**Metal layers overlaid**

Drawn at 6 px/µm. Only two layers are drawn.
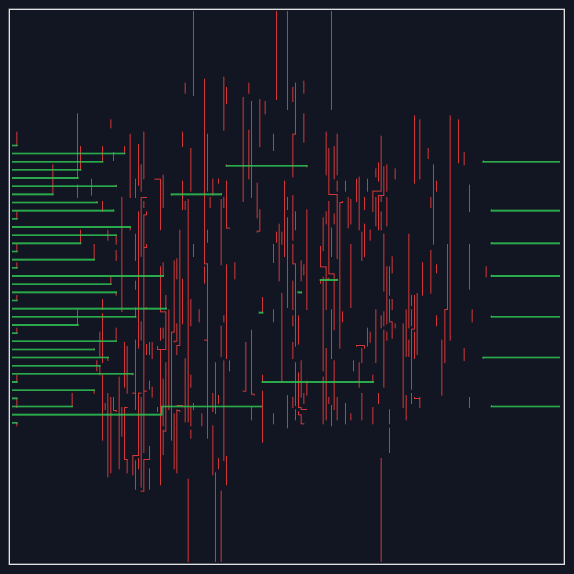
**Clock network drawn from the DEF**

Drawn at 6 px/µm.
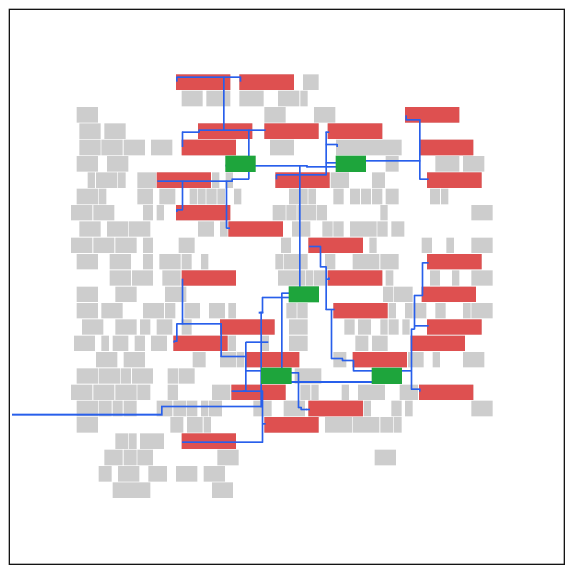
**Cell density map**

Drawn at 3 px/µm. The die is cut into 9 by 9 equal tiles; white is low, dark blue is high, 0 to 100% covered.
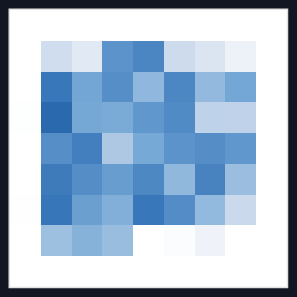
<file path="src/rtl/modinc_rr_sched.sv">
// -----------------------------------------------------------------------------
// modinc_rr_sched
//
// Round-robin scheduler in front of one shared multi-cycle modular-increment
// unit. Each granted operand x is turned into ((x + 1) mod 2^W) mod MODULUS:
// one ADD cycle, then one MOD cycle per subtraction of MODULUS, then the
// result is presented on a single response channel tagged with the index of
// the requester that owns it.
//
// Parameters:
//   NREQ     number of requesters (2..8)
//   W        operand/result width
//   MODULUS  modulus, 1 <= MODULUS <= 2^W-1
//   IDW      width of rsp_id
//
// Ports:
//   clk        sole clock, rising edge
//   rst        asynchronous, active-high reset
//   req_valid  [NREQ]    per-requester operand valid
//   req_data   [NREQ*W]  operands, requester i at bits [i*W +: W]
//   req_ready  [NREQ]    one-hot grant/accept, combinational, IDLE only
//   rsp_valid            result valid (RESP state)
//   rsp_data   [W]       result, held until the next result
//   rsp_id     [IDW]     owner of rsp_data
//   rsp_ready            consumer accepts the response
//   rsp_wrap             only with MODINC_WRAP_FLAG_EN: result < operand
//   busy                 high in any state other than IDLE
//
// Build option:
//   MODINC_WRAP_FLAG_EN  when defined, adds the rsp_wrap output.
// -----------------------------------------------------------------------------
module modinc_rr_sched #(
  parameter int NREQ    = 4,
  parameter int W       = 7,
  parameter int MODULUS = 100,
  parameter int IDW     = $clog2(NREQ)
) (
  input  logic              clk,
  input  logic              rst,
  input  logic [NREQ-1:0]   req_valid,
  input  logic [NREQ*W-1:0] req_data,
  output logic [NREQ-1:0]   req_ready,
  output logic              rsp_valid,
  output logic [W-1:0]      rsp_data,
  output logic [IDW-1:0]    rsp_id,
  input  logic              rsp_ready,
`ifdef MODINC_WRAP_FLAG_EN
  output logic              rsp_wrap,
`endif
  output logic              busy
);

  typedef enum logic [1:0] {IDLE, ADD, MOD, RESP} state_t;

  localparam logic [W-1:0] MOD_W = W'(MODULUS);

  state_t         state;
  logic [IDW-1:0] ptr;
  logic [W-1:0]   operand;
  logic [IDW-1:0] id;
  logic [W-1:0]   acc;

  logic           grant_found;
  logic [IDW-1:0] grant_idx;

  // Rotating priority search: first valid requester at or after ptr, wrapping.
  // NOTE: every variable assigned in always_comb gets a default first, so no
  // path leaves it unassigned and no latch is inferred.
  always_comb begin
    int j;
    logic [IDW-1:0] cand;
    grant_found = 1'b0;
    grant_idx   = '0;
    j           = 0;
    cand        = '0;
    for (int k = 0; k < NREQ; k++) begin
      j = int'(ptr) + k;
      if (j >= NREQ) j = j - NREQ;
      cand = IDW'(j);
      if (!grant_found && req_valid[cand]) begin
        grant_found = 1'b1;
        grant_idx   = cand;
      end
    end
  end

  always_comb begin
    req_ready = '0;
    if (state == IDLE && grant_found) req_ready[grant_idx] = 1'b1;
  end

  assign busy = (state != IDLE);

  // NOTE: sequential state uses non-blocking assignments so every register
  // samples pre-edge values regardless of statement order.
  always_ff @(posedge clk or posedge rst) begin
    if (rst) begin
      state     <= IDLE;
      ptr       <= '0;
      operand   <= '0;
      id        <= '0;
      acc       <= '0;
      rsp_valid <= 1'b0;
      rsp_data  <= '0;
      rsp_id    <= '0;
`ifdef MODINC_WRAP_FLAG_EN
      rsp_wrap  <= 1'b0;
`endif
    end else begin
      case (state)
        IDLE: begin
          if (grant_found) begin
            operand <= req_data[int'(grant_idx) * W +: W];
            id      <= grant_idx;
            ptr     <= (grant_idx == IDW'(NREQ - 1)) ? '0 : grant_idx + 1'b1;
            state   <= ADD;
          end
        end
        ADD: begin
          // W-bit add: the all-ones operand wraps to zero here.
          acc   <= operand + 1'b1;
          state <= MOD;
        end
        MOD: begin
          if (acc >= MOD_W) begin
            acc <= acc - MOD_W;
          end else begin
            // Response fields are captured once on entry to RESP and held
            // until the next result, independent of rsp_ready.
            rsp_valid <= 1'b1;
            rsp_data  <= acc;
            rsp_id    <= id;
`ifdef MODINC_WRAP_FLAG_EN
            rsp_wrap  <= (acc < operand);
`endif
            state     <= RESP;
          end
        end
        RESP: begin
          if (rsp_ready) begin
            rsp_valid <= 1'b0;
            state     <= IDLE;
          end
        end
        default: state <= IDLE;
      endcase
    end
  end

endmodule
</file>
<file path="config.mk">
export PLATFORM = sky130hd
export DESIGN_NAME = modinc_rr_sched
export DESIGN_NICKNAME = d
export VERILOG_FILES = /design/src/rtl/modinc_rr_sched.sv
export SDC_FILE = /design/constraint.sdc
export NUM_CORES = 1
export LEC_CHECK = 0
export CAP_MARGIN = 15
export CORE_MARGIN = 10
export CORE_UTILIZATION = 35
export DETAILED_ROUTE_END_ITERATION = 6
export SLEW_MARGIN = 25
export SYNTH_ARGS = -nofsm -noshare
export SYNTH_HDL_FRONTEND = slang
export SYNTH_SLANG_ARGS = --single-unit
</file>
<file path="constraint.sdc">
create_clock -name clk -period 5.3 [get_ports clk]
set_input_delay 0.53 -clock clk [delete_from_list [all_inputs] [get_ports clk]]
set_output_delay 0.53 -clock clk [all_outputs]
set_load 0.01 [all_outputs]
</file>
==> out/qor.log <==
[synthesis] Unique cell types 43
[synthesis] post-synth tally of flip-flops with integrated enable 0
[power] sequential-cell power consumption 0.437 mW
[layout] Antenna diodes 0
[layout] multi-input gate area in the final layout 957.2 µm²
[drt] DRC violation total after the first TritonRoute iteration 37
[critical_path] WP buf/inv 2
[synthesis] leading area contributor after synthesis sky130_fd_sc_hd__dfrtp_1
[power] share of power burned in combinational logic 50.9%
[layout] Layout Cell Area excl Fill 0.002445 mm²
[synthesis] largest family of logic cells by area AND-OR/OR-AND gates
[layout] Signal buffers 50
[layout] largest cell class by area combinational gates
[critical_path] depth of the critical timing path with buffers and inverters included 6
[synthesis] most common flop cell mapped by yosys sky130_fd_sc_hd__dfrtp_1
[outcome] status finished, final reports clean
[synthesis] cells after synthesis 192
[synthesis] tally of yosys warning messages 0
[power] Total Power Consumption 1.344 mW
[critical_path] required arrival time at the worst endpoint 4.77 ns
[timing] post-layout worst setup margin 1.965 ns
[layout] sequential cell area 750.7 µm²
[power] part of the power in registers 32.5%
[floorplan] chip height 92.27 µm
[power] internal power consumption 0.8263 mW
[power] P_leak 1.033 nW
[hold_path] Min-Delay Path Depth 2
[critical_path] critical path capture point req_ready[0]
[critical_path] length in cells of the worst reg-to-reg path 6
[grt] overall fraction of global-route tracks in use 10.34%
[power] clock network power share 16.6%
[timing] number of pins exceeding their max-slew limit in the final report 0
[floorplan] floorplan die width 92.27 µm
[synthesis] Synth Area in XOR/XNOR 2.396%
[synthesis] asr flop ratio synth 100.0%
[synthesis] cell count listed in synth_stat.txt 192
[clock_network] Hold Buf Count CTS 0
[drt] DR WL/cell 13.91 µm
Notes on 'metal layers overlaid' above:
legend:
  metal 3:
    color: green
    wire_length: 566 µm
  metal 2:
    color: red
    wire_length: 1850 µm

Notes on 'clock network drawn from the DEF' above:
legend:
  flip-flops:
    color: red
    count: 30
  clock drivers:
    color: green
    count: 5
  clock wires:
    color: blue
    length: 423 µm
routed clock nets: 6

Notes on 'cell density map' above:
mean over tiles: 28%
fullest tile: 77%
emptiest ninth of the die: lower right

No activity file was given, so power comes from the tool's default toggle rates.
